Fig. 1: run 1, met2 routing
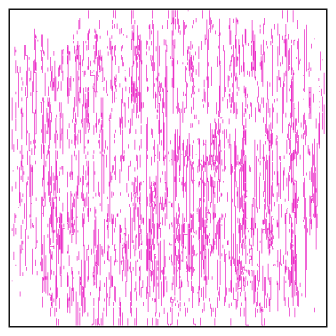
Fig. 2: run 1, met4 routing
Bar = 50 um.
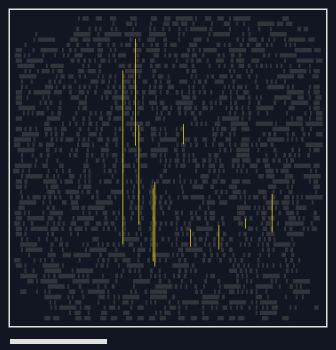
Fig. 3: run 1, met3 routing
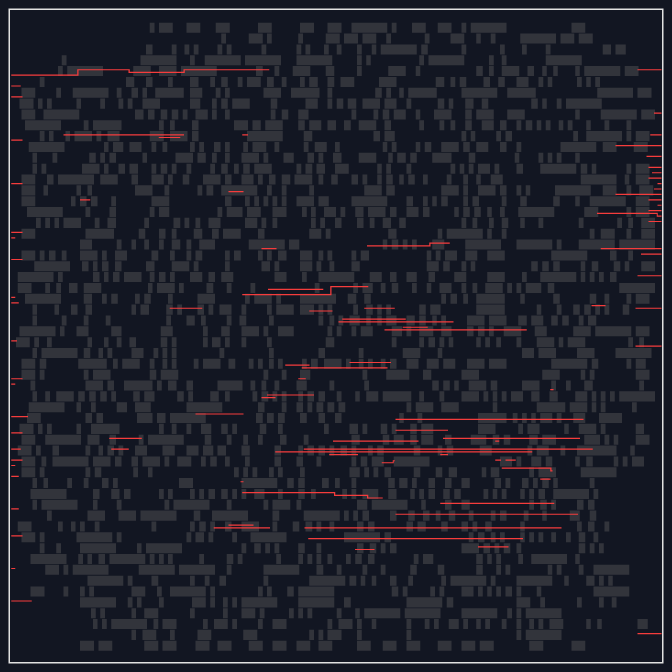
==> src/rtl/conv3x3_engine_pkg.sv <==
// Shared constants, FSM state encoding and indexing helper for the 3x3 convolution engine.
package conv_pkg;

  localparam int IMG_N   = 6;
  localparam int K_N     = 3;
  localparam int OUT_N   = IMG_N - K_N + 1;
  localparam int NUM_OUT = OUT_N * OUT_N;

  typedef enum logic [1:0] {
    ST_IDLE    = 2'd0,
    ST_COMPUTE = 2'd1,
    ST_OUTPUT  = 2'd2,
    ST_FINISH  = 2'd3
  } state_t;

  // Flat bit position of pixel (r,c) in a row-major n x n image vector.
  function automatic int pix_idx(input int r, input int c, input int n);
    return r * n + c;
  endfunction

endpackage

==> src/rtl/conv3x3_engine_if.sv <==
// Result stream from the convolution engine to the readout stage.
// Handshake: a beat transfers on a rising clk edge where out_valid && out_ready; the master
// holds out_data/out_idx stable while out_valid is high and not yet accepted, and out_ready
// has no effect while out_valid is low.
interface conv3x3_engine_if #(
  parameter int ACC_W = 8
) ();
  import conv_pkg::*;

  logic signed [ACC_W-1:0]           out_data;
  logic        [$clog2(NUM_OUT)-1:0] out_idx;
  logic                              out_valid;
  logic                              out_ready;

  modport master (
    output out_data,
    output out_idx,
    output out_valid,
    input  out_ready
  );

  modport slave (
    input  out_data,
    input  out_idx,
    input  out_valid,
    output out_ready
  );

endinterface

==> src/rtl/conv3x3_engine_mac.sv <==
// Combinational 3x3 binary-pixel multiply-accumulate: sums the weights whose pixel is set.
module conv_window_mac #(
  parameter int W_BITS = 4,
  parameter int ACC_W  = W_BITS + 4
) (
  input  logic        [8:0]          pix_i,
  input  logic        [9*W_BITS-1:0] w_i,
  output logic signed [ACC_W-1:0]    sum_o
);

  always_comb begin
    sum_o = '0;
    for (int k = 0; k < 9; k++) begin
      if (pix_i[k]) begin
        sum_o = sum_o + ACC_W'($signed(w_i[k*W_BITS +: W_BITS]));
      end
    end
  end

endmodule

==> src/rtl/conv3x3_engine.sv <==
// Sequential valid-convolution stage: snapshots a binary image and 3x3 kernel on start and
// streams one window sum per COMPUTE/OUTPUT pass, row-major, with backpressure.
module conv3x3_engine
  import conv_pkg::*;
#(
  parameter int IMG_N  = 6,
  parameter int W_BITS = 4,
  parameter int ACC_W  = W_BITS + 4,
  parameter int RELU   = 0
) (
  input  logic                     clk,
  input  logic                     rst_n,
  input  logic                     start,
  input  logic [IMG_N*IMG_N-1:0]   img_in,
  input  logic [9*W_BITS-1:0]      kernel_in,
  conv3x3_engine_if.master         out_if,
  output logic                     busy,
  output logic                     done,
  output state_t                   dbg_state
);

  localparam int CW = $clog2(OUT_N);
  localparam int PW = $clog2(IMG_N * IMG_N);
  localparam int IW = $clog2(NUM_OUT);
  localparam logic [CW-1:0] LAST = CW'(OUT_N - 1);

  state_t                   state_q, state_d;
  logic [CW-1:0]            r_q, c_q;
  logic [IMG_N*IMG_N-1:0]   img_q;
  logic [9*W_BITS-1:0]      ker_q;
  logic signed [ACC_W-1:0]  data_q;
  logic [IW-1:0]            idx_q;
  logic                     valid_q;

  logic [8:0]               win;
  logic signed [ACC_W-1:0]  sum;
  logic signed [ACC_W-1:0]  result;
  logic                     hs;

  assign hs = valid_q && out_if.out_ready;

  // Gather the 9 pixels under the current window from the snapshot.
  always_comb begin
    win = '0;
    for (int kr = 0; kr < K_N; kr++) begin
      for (int kc = 0; kc < K_N; kc++) begin
        win[kr*K_N + kc] = img_q[PW'(pix_idx(int'(r_q) + kr, int'(c_q) + kc, IMG_N))];
      end
    end
  end

  conv_window_mac #(
    .W_BITS (W_BITS),
    .ACC_W  (ACC_W)
  ) u_mac (
    .pix_i (win),
    .w_i   (ker_q),
    .sum_o (sum)
  );

  assign result = ((RELU != 0) && (sum < 0)) ? '0 : sum;

  // State register
  always_ff @(posedge clk or negedge rst_n) begin
    if (!rst_n) begin
      state_q <= ST_IDLE;
    end else begin
      state_q <= state_d;
    end
  end

  // Next-state logic
  always_comb begin
    state_d = state_q;
    case (state_q)
      ST_IDLE:    if (start) state_d = ST_COMPUTE;
      ST_COMPUTE: state_d = ST_OUTPUT;
      ST_OUTPUT: begin
        if (hs) begin
          state_d = ((r_q == LAST) && (c_q == LAST)) ? ST_FINISH : ST_COMPUTE;
        end
      end
      ST_FINISH:  state_d = ST_IDLE;
      default:    state_d = ST_IDLE;
    endcase
  end

  // Output logic
  always_comb begin
    busy      = (state_q != ST_IDLE);
    done      = (state_q == ST_FINISH);
    dbg_state = state_q;
  end

  // Datapath: snapshots, window counters and the registered result beat.
  always_ff @(posedge clk or negedge rst_n) begin
    if (!rst_n) begin
      r_q     <= '0;
      c_q     <= '0;
      img_q   <= '0;
      ker_q   <= '0;
      data_q  <= '0;
      idx_q   <= '0;
      valid_q <= 1'b0;
    end else begin
      case (state_q)
        ST_IDLE: begin
          if (start) begin
            img_q <= img_in;
            ker_q <= kernel_in;
            r_q   <= '0;
            c_q   <= '0;
          end
        end
        ST_COMPUTE: begin
          data_q  <= result;
          idx_q   <= IW'(int'(r_q) * OUT_N + int'(c_q));
          valid_q <= 1'b1;
        end
        ST_OUTPUT: begin
          if (hs) begin
            valid_q <= 1'b0;
            if (c_q != LAST) begin
              c_q <= c_q + 1'b1;
            end else if (r_q != LAST) begin
              c_q <= '0;
              r_q <= r_q + 1'b1;
            end
          end
        end
        default: ;
      endcase
    end
  end

  assign out_if.out_data  = data_q;
  assign out_if.out_idx   = idx_q;
  assign out_if.out_valid = valid_q;

endmodule

==> src/flat_wrapper.sv <==
// flat-port wrapper written by rule: the top's interface ports become plain ports
module conv3x3_engine_flat import conv_pkg::*;
#(
  parameter int IMG_N  = 6,
  parameter int W_BITS = 4,
  parameter int ACC_W  = W_BITS + 4,
  parameter int RELU   = 0
)
  (clk, rst_n, start, img_in, kernel_in, busy, done, dbg_state, out_if_out_data, out_if_out_idx, out_if_out_valid, out_if_out_ready);
  conv3x3_engine_if #(.ACC_W(ACC_W)) out_if_i ();
  input  logic clk;
  input  logic rst_n;
  input  logic start;
  input  logic [IMG_N*IMG_N-1:0] img_in;
  input  logic [9*W_BITS-1:0] kernel_in;
  output logic busy;
  output logic done;
  output state_t dbg_state;
  output wire logic [$bits(out_if_i.out_data)-1:0] out_if_out_data;
  output wire logic [$bits(out_if_i.out_idx)-1:0] out_if_out_idx;
  output wire logic [$bits(out_if_i.out_valid)-1:0] out_if_out_valid;
  input wire logic [$bits(out_if_i.out_ready)-1:0] out_if_out_ready;
  assign out_if_out_data = out_if_i.out_data;
  assign out_if_out_idx = out_if_i.out_idx;
  assign out_if_out_valid = out_if_i.out_valid;
  assign out_if_i.out_ready = out_if_out_ready;
  conv3x3_engine #(.IMG_N(IMG_N), .W_BITS(W_BITS), .ACC_W(ACC_W), .RELU(RELU)) u_core (.clk(clk), .rst_n(rst_n), .start(start), .img_in(img_in), .kernel_in(kernel_in), .out_if(out_if_i), .busy(busy), .done(done), .dbg_state(dbg_state));
endmodule
==> config.mk <==
export PLATFORM = sky130hd
export DESIGN_NAME = conv3x3_engine_flat
export DESIGN_NICKNAME = d
export VERILOG_FILES = /design/src/rtl/conv3x3_engine_pkg.sv /design/src/rtl/conv3x3_engine_if.sv /design/src/rtl/conv3x3_engine_mac.sv /design/src/rtl/conv3x3_engine.sv /design/src/flat_wrapper.sv
export SDC_FILE = /design/constraint.sdc
export NUM_CORES = 1
export LEC_CHECK = 0
export ABC_AREA = 1
export CELL_PAD_IN_SITES_DETAIL_PLACEMENT = 1
export CELL_PAD_IN_SITES_GLOBAL_PLACEMENT = 2
export CORE_MARGIN = 1
export CORE_UTILIZATION = 35
export DETAILED_ROUTE_END_ITERATION = 10
export MAX_ROUTING_LAYER = met4
export PLACE_DENSITY_LB_ADDON = 0.1
export SYNTH_ARGS = -nofsm -noshare
export SYNTH_HDL_FRONTEND = slang
export SYNTH_SLANG_ARGS = --single-unit
==> constraint.sdc <==
create_clock -name clk -period 18.04 [get_ports clk]
set_input_delay 3.608 -clock clk [delete_from_list [all_inputs] [get_ports clk]]
set_output_delay 3.608 -clock clk [all_outputs]
set_load 0.005 [all_outputs]
==> impl_metrics.env, run 1 <==
# implementation run metrics
export IMPL_edf_count=0
export IMPL_io_buffers=92
export IMPL_critPathBufInv=11
export IMPL_synthArstFlopShare=1.00
export IMPL_fin_cells=1758
export IMPL_netlist_instances=1351
export IMPL_tightest_slew_ps=816
export IMPL_seq_share=0.215
export IMPL_worst_hold_slack_ps=483
export IMPL_first_global_vias=8846
export IMPL_coreArea_mm2=0.0254
export IMPL_max_freq_mhz=92.3
export IMPL_slowest_stage="ha_1"
export IMPL_cts_sinks=91
export IMPL_ys_area_mm2=0.00914
export IMPL_dp_slack_ps=7170
export IMPL_die_w_um=164
export IMPL_grt_busiest_layer="met2"
export IMPL_synth_nets=1518
export IMPL_ys_cells=1351
export IMPL_grt_pass1_wl_mm=46.7
export IMPL_place_inst=1742
export IMPL_fillers=3299
export IMPL_syn_to_final_growth_pct=15.9
export IMPL_logic_area_mm2=0.00605
export IMPL_drt_pre_antenna_iters=5
export IMPL_status="complete, no violations"
export IMPL_crit_path_max_incr_delay_ps=910
export IMPL_setup_tns_ps=0
export IMPL_nets=1590
export IMPL_mostFrequentLayoutCells="483 x nand2_1, 144 x inv_1, 142 x nand3_1, 91 x clkdlybuf4s50_1, 91 x dfrtp_1"
export IMPL_placed_cell_area_mm2=0.0103
export IMPL_start_kind="flip-flop"
export IMPL_drcViolationCount=0
export IMPL_setup_violations=0
export IMPL_clock_root_buffer="clkbuf_16"
export IMPL_gr_usage_met1=0.316
export IMPL_finalHoldViolations=0
export IMPL_dieArea_mm2=0.0268
export IMPL_slew_headroom=0.456
export IMPL_nNonClkInverters=160
export IMPL_warnings=39
export IMPL_num_nonclk_buffers=96
export IMPL_cp_required_ps=18280
export IMPL_clockNetworkAreaShare=0.0279
export IMPL_seq_cells=91
export IMPL_hold_path_class="flip-flop to flip-flop"
export IMPL_htree_levels=3
export IMPL_ys_flops=91
export IMPL_cts_setup_buffers=0
export IMPL_cts_made_buffers=9
export IMPL_drt_iter0_drc=388
export IMPL_fin_area_mm2=0.0106
export IMPL_nWellTaps=330
export IMPL_clkLatencyLatePin_ps=360
export IMPL_yosys_warnings=0
export IMPL_final_max_slew_viol_count=0
export IMPL_clkTransAtPathRegs_ps=80
export IMPL_endpoint_kind="flip-flop"
export IMPL_num_multi_input_gates=1065
export IMPL_syn_cell_area_mm2=0.00914
export IMPL_drive_above_1_share=0.0686
export IMPL_gp_congestion=0.951
export IMPL_antenna_found_initial=0
export IMPL_die_h_um=164
export IMPL_clockBufferDepth=2
export IMPL_ctsHoldBuffers=0
export IMPL_floorplan_core_util=0.360
export IMPL_ios=93
export IMPL_cts_tree="yes"
export IMPL_routedWlPerCell_um=16.0
export IMPL_fin_util=0.417
export IMPL_ant_nets=0
export IMPL_comb_share=0.572
export IMPL_clkbuf_count=10
export IMPL_worstPathArrival_ps=11080
export IMPL_grt_overflow=0
Back to the opening pictures, Fig. 1:
wire length on this layer	12700 um
share of all routed wire	45%
nets with wire on the layer	1294

Back to the opening pictures, Fig. 2:
longest straight run	89.8 um
wire length on this layer	333 um
overall via count from detail_route: 8737
final WL: 28.2 mm

Back to the opening pictures, Fig. 3:
wire length on this layer	1070 um
nets with wire on the layer	81
main direction	horizontal
met3 usage: 0.0322

[run 1: layer usage]
metal	up-vias	wire, um
li1	4463	-
met1	4120	14100
met2	130	12700
met3	24	1070
met4	0	332
met5	-	0
[run 1: worst paths after layout]
kind | startpoint | endpoint | slack, ps | cells past startpoint
max in group asynchronous | rst_n | u_core.ker_q[16] | 13680 | 2
hold / removal | u_core.out_if.out_data[4] | u_core.out_if.out_data[4] | 480 | 2
min in group asynchronous | rst_n | u_core.img_q[16] | 3240 | 1
setup reg to reg | u_core.r_q[0] | u_core.out_if.out_data[7] | 7200 | 63
setup / recovery | u_core.r_q[0] | u_core.out_if.out_data[7] | 7200 | 63
hold reg to reg | u_core.out_if.out_data[4] | u_core.out_if.out_data[4] | 480 | 2
[run 1: cells in the mapped netlist, drive strengths merged, types with 5 or more instances]
library cell	n	area, um2
clkbuf	17	63.8
or2	21	131
ha	77	963
a21o	5	37.5
nand2	504	1980
inv	159	599
a21oi	49	253
nand3	152	818
o211ai	16	140
buf	18	140
xnor2	24	218
xor2	30	289
nor2	40	155
o21ai	82	418
dfrtp	91	2280
and2	19	119
fa	14	280
[run 1: logic make-up after synthesis]
family / synth area share
compound gates: 0.109
xor+xnor: 0.0555
fa+ha+maj: 0.136
buf+inv: 0.0885
flops: 0.249
mux: 0.00219
simple gates: 0.359
Fig. 4: run 1, metal 1
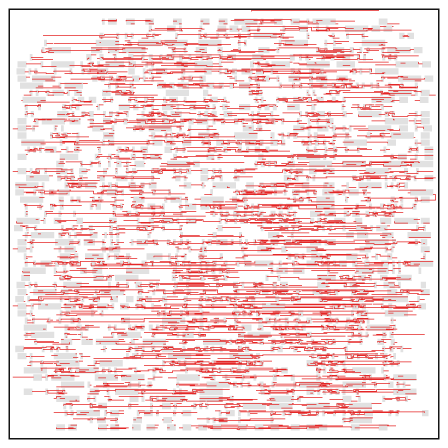

## Run 2: what changed since run 1
- CORE_UTILIZATION: 35 -> 30
- clock period: 18.04 -> 9.05 ns (I/O delays scaled with it)
Fig. 5: run 2, metal 1
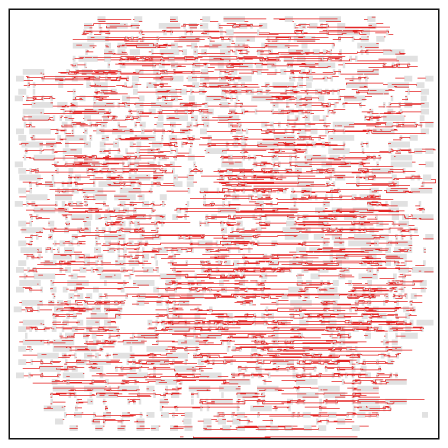
nets with wire on the layer	1617
longest straight run	93.4 um
share of all routed wire	49%
M1 GR Usage: 0.286
overall via count from detail_route: 9323
final WL: 31.2 mm

==> impl_metrics.env, run 2 <==
# implementation run metrics
export IMPL_drt_iter0_drc=325
export IMPL_grt_usage=0.214
export IMPL_via_per_inst=4.73
export IMPL_netlist_instances=1351
export IMPL_hold_path_class="flip-flop to flip-flop"
export IMPL_floorplan_core_util=0.307
export IMPL_ys_seq_share=0.249
export IMPL_dp_slack_ps=-542
export IMPL_die_w_um=177
export IMPL_clockBufferDepth=2
export IMPL_crit_type="flip-flop to flip-flop"
export IMPL_syn_cell_area_mm2=0.00914
export IMPL_synth_nets=1518
export IMPL_syn_to_final_growth_pct=39.5
export IMPL_synthAoiAreaFrac=0.109
export IMPL_status="complete, no violations"
export IMPL_io_buffers=92
export IMPL_grt_pass1_wl_mm=50.9
export IMPL_dp_final_hpwl_mm=25.0
export IMPL_finalHoldViolations=0
export IMPL_cap_violations=0
export IMPL_gp_congestion=0.891
export IMPL_finalCritPeriodShare=0.989
export IMPL_fin_ws_ps=101
export IMPL_lay_top_count="nand2_1"
export IMPL_synthArstFlopShare=1.00
export IMPL_met1Wirelength_mm=15.2
export IMPL_top_area_cell="dfrtp_1"
export IMPL_clkLatencyLatePin_ps=360
export IMPL_drcViolationCount=0
export IMPL_critPathBufInv=9
export IMPL_wl_met3_um=645
export IMPL_mostFrequentLayoutCells="449 x nand2_1, 150 x buf_4, 126 x inv_1, 123 x nand3_1, 91 x clkdlybuf4s50_1"
export IMPL_synthXorXnorAreaFrac=0.0555
export IMPL_synth_cell_types=53
export IMPL_warnings=40
export IMPL_cpMostUsedCell="nand2_2"
export IMPL_crit_family="adder cells"
export IMPL_ys_area_mm2=0.00914
export IMPL_htree_levels=3
export IMPL_ant_nets=0
export IMPL_area_leaders="dfrtp_1 25%, nand2_1 20%, ha_1 11%"
export IMPL_placed_cell_area_mm2=0.0114
export IMPL_cts_sinks=91
export IMPL_min_period_ps=8950
export IMPL_synth_top_cell_by_count="nand2_1"
export IMPL_endpoint_kind="flip-flop"
export IMPL_ys_flops=91
export IMPL_final_max_slew_viol_count=0
export IMPL_top_cells_by_count="484 x nand2_1, 145 x inv_1, 142 x nand3_1"
export IMPL_adder_share=0.136
export IMPL_rsz0062_at_grt="true"
export IMPL_flop_cell="dfrtp_1"
export IMPL_synthSimpleGateAreaFrac=0.359
export IMPL_cts_made_buffers=9
export IMPL_edf_count=0
export IMPL_grt_start_max_net_pins=57
export IMPL_slew_headroom=0.528
export IMPL_die_h_um=177
export IMPL_slowest_stage="fa_2"
export IMPL_ys_sh_mux=0.00219
export IMPL_coreArea_mm2=0.0298
export IMPL_avgSynthCellArea_um2=6.76
export IMPL_grt_busiest_layer="met2"
export IMPL_n_antenna_cell=0
export IMPL_dieArea_mm2=0.0312
export IMPL_first_global_vias=9714
export IMPL_drt_pre_antenna_iters=4
export IMPL_yosys_warnings=0
export IMPL_drive_above_1_share=0.257
export IMPL_routedWlPerCell_um=15.8
export IMPL_top_area_frac=0.249
export IMPL_std_cell_rows=63
export IMPL_setup_violations=0
export IMPL_grt_use_met3=0.0192
export IMPL_fin_area_mm2=0.0127
export IMPL_worst_hold_slack_ps=485
export IMPL_worstPathArrival_ps=9190
export IMPL_wl_met2_mm=14.9
export IMPL_start_kind="flip-flop"
export IMPL_ios=93
export IMPL_logic_family="simple AND/OR/NAND/NOR gates"
export IMPL_crit_path_max_incr_delay_ps=580
export IMPL_ys_cells=1351
export IMPL_top_layer_used="met4"
export IMPL_cts_tree="yes"
export IMPL_tightest_slew_ps=702
export IMPL_clock_root_buffer="clkbuf_16"
export IMPL_skew_ps=14.5
export IMPL_max_freq_mhz=112
export IMPL_nets=1744
export IMPL_grt_overflow=0
export IMPL_clkTransAtPathRegs_ps=80
export IMPL_met2_usage=0.352
export IMPL_cp_required_ps=9290
export IMPL_path_max_fanout=5
export IMPL_antenna_found_initial=0
export IMPL_ctsHoldBuffers=0
[run 2: layout make-up]
class                           instances  area (um2)
Clock buffer                            9         225
Clock inverter                          7        93.8
Fill cell                            3717       17000
Inverter                              160         611
Multi-Input combinational cell       1065        6880
Sequential cell                        91        2280
Tap cell                              390         488
Timing Repair Buffer                  250        2170
[run 2: worst register-to-register path: cells and delay by family (launching register included)]
family	cells	cell delay [ps]
adders and majority gates	11	3650
and+or+nand+nor	31	2940
buffers and inverters	9	660
xor gates and xnor gates	4	580
AOI/OAI and AO/OA	4	550
DFF	1	460
[run 2: stage by stage]
| step | cells | util | TNS (ps) |
|---|---|---|---|
| detailed placement | 1937 | 0.384 | -1550 |
| global route | 1972 | 0.428 | -780 |
| global placement | 1937 | 0.384 | -522 |
| finish | 1972 | 0.428 | 0 |
| floorplan | 1351 | - | 0 |
| CTS | 1962 | 0.409 | 0 |
[run 2: timing repair]
item | CTS | global route
buffers inserted | 9 | 10
resized | 66 | 119
pin swaps | 26 | 110
endpoints found under the setup margin | 4 | 5
[run 2: worst paths after layout]
kind / to / cells after the start / slack [ps] / start
max: u_core.out_if.out_data[7] / 59 / 100 / u_core.r_q[0]
min: u_core.out_if.out_data[2] / 2 / 490 / u_core.out_if.out_data[2]
max reg2reg: u_core.out_if.out_data[7] / 59 / 100 / u_core.r_q[0]
min reg2reg: u_core.out_if.out_data[2] / 2 / 490 / u_core.out_if.out_data[2]
max in group asynchronous: u_core.ker_q[18] / 2 / 6510 / rst_n
min in group asynchronous: u_core.img_q[9] / 1 / 1440 / rst_n
Fig. 6: run 2, met3 routing
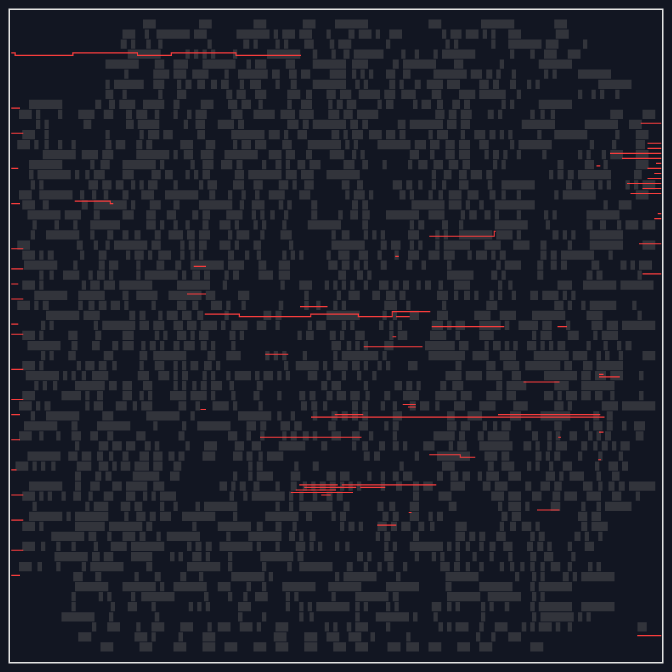

## Run 3: what changed since run 2
- CORE_UTILIZATION: 30 -> 33
- clock period: 9.05 -> 8.7 ns (I/O delays scaled with it)
Fig. 7: run 3, met3 routing
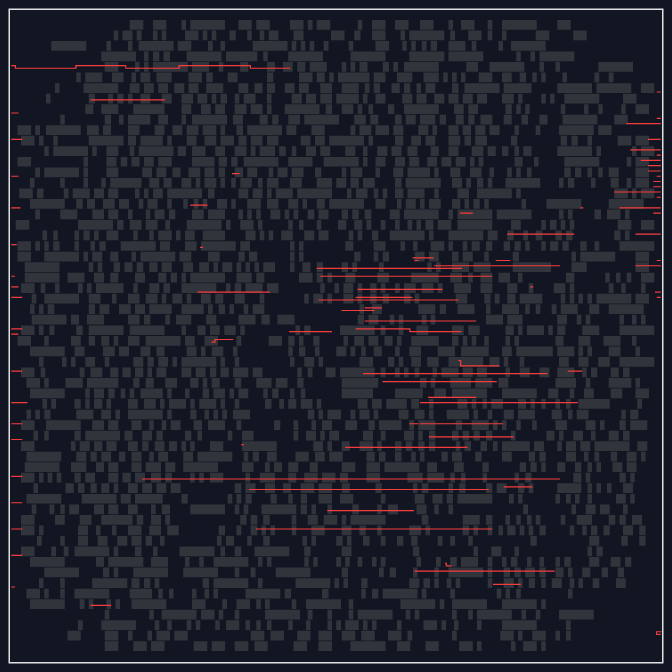
nets with wire on the layer	74
wire length on this layer	1070 um
main direction	horizontal
longest straight run	108 um
overall via count from detail_route: 9840
final WL: 33.7 mm
met3 usage: 0.0228

==> impl_metrics.env, run 3 <==
# implementation run metrics
export IMPL_status="finished, violations left"
export IMPL_violations="negative setup slack"
export IMPL_clkTransAtPathRegs_ps=80
export IMPL_fin_util=0.493
export IMPL_crit_path_max_incr_delay_ps=700
export IMPL_top_area_cell="dfrtp_1"
export IMPL_ys_flops=91
export IMPL_grt_usage=0.248
export IMPL_dp_final_hpwl_mm=25.1
export IMPL_coreArea_mm2=0.0270
export IMPL_synth_nets=1518
export IMPL_clkLatencyLatePin_ps=360
export IMPL_antenna_found_initial=1
export IMPL_logic_family="simple AND/OR/NAND/NOR gates"
export IMPL_die_h_um=168
export IMPL_tightest_slew_ps=677
export IMPL_ios=93
export IMPL_finalCritPeriodShare=1.05
export IMPL_synth_top_cell_by_count="nand2_1"
export IMPL_crit_family="simple AND/OR/NAND/NOR gates"
export IMPL_mostFrequentLayoutCells="438 x nand2_1, 229 x buf_4, 124 x inv_1, 118 x nand3_1, 91 x clkdlybuf4s50_1"
export IMPL_synthArstFlopShare=1.00
export IMPL_cts_sinks=91
export IMPL_timing_critical_path_from="u_core.r_q[0]"
export IMPL_flop_cell="dfrtp_1"
export IMPL_min_period_ps=9170
export IMPL_setup_violations=4
export IMPL_cts_tree="yes"
export IMPL_r2r_slack_ps=-470
export IMPL_cts_made_buffers=9
export IMPL_crit_type="flip-flop to flip-flop"
export IMPL_via_per_inst=4.92
export IMPL_max_freq_mhz=109
export IMPL_warnings=41
export IMPL_fin_ws_ps=-469
export IMPL_whs_path_depth=2
export IMPL_avgSynthCellArea_um2=6.76
export IMPL_grt_start_max_net_pins=49
export IMPL_ys_area_mm2=0.00914
export IMPL_lay_top_count="nand2_1"
export IMPL_htree_levels=3
export IMPL_skew_ps=12.2
export IMPL_cp_endpoint="u_core.out_if.out_data[7]"
export IMPL_yosys_warnings=0
export IMPL_drt_iter0_drc=461
export IMPL_min_delay_start="u_core.out_if.out_data[4]"
export IMPL_drive_above_1_share=0.312
export IMPL_hold_path_class="flip-flop to flip-flop"
export IMPL_clock_root_buffer="clkbuf_16"
export IMPL_clockBufferDepth=2
export IMPL_fin_cells=1998
export IMPL_place_inst=1909
export IMPL_worstHoldEndpoint="u_core.out_if.out_data[4]"
export IMPL_endpoint_kind="flip-flop"
export IMPL_worstPathArrival_ps=9410
export IMPL_ant_nets=0
export IMPL_first_global_vias=10475
export IMPL_die_w_um=168
export IMPL_netlist_instances=1351
export IMPL_nets=1818
run 3: metrics by stage:
stage / hold WS (ps) / instance area, um2 / TNS [ps]
final: 487 / 13300 / -1360
after global routing: 518 / 13300 / -3620
after detailed placement: 469 / 11600 / -2790
after global placement: 462 / 11600 / -1520
after floorplan: 453 / 9300 / 0
after CTS: 490 / 12900 / -738
run 3: what timing repair did:
item	in CTS	in global routing
gates resized	104	97
pin swaps	91	72
setup endpoints to repair	6	6
setup buffers	63	14
hold buffers	0	0
run 3: area by class of cell:
class / count / area [um2] / share of cell area
Inverter: 160 / 617 / 0.0463
Timing Repair Buffer: 324 / 2690 / 0.202
Antenna cell: 1 / 2.50 / 0.000188
Clock inverter: 7 / 67.6 / 0.00507
Sequential cell: 91 / 2280 / 0.171
Multi-Input combinational cell: 1065 / 7020 / 0.527
Tap cell: 341 / 427 / 0.0320
Clock buffer: 9 / 225 / 0.0169
run 3: kinds of logic (layout without fill, tap and decap cells):
family,after synthesis,in the layout
AND-OR/OR-AND,170,170
XOR/XNOR,54,54
adder cells (fa/ha/maj),91,91
buffers and inverters,195,500
flip-flops,91,91
multiplexers,2,2
other,0,1
AND/OR/NAND/NOR,748,748
run 3: worst min-delay path, delay by kind of cell (launching register included):
| kind | cells | cell delay, ps |
|---|---|---|
| flops | 1 | 350 |
| simple gates | 2 | 110 |
run 3: per-layer routing:
metal,vias up,share of wire,track usage
li1,4932,-,-
met3,21,0.032,0.0228
met1,4768,0.45,0.314
met5,-,0,-
met2,119,0.50,0.432
met4,0,0.012,0.0466
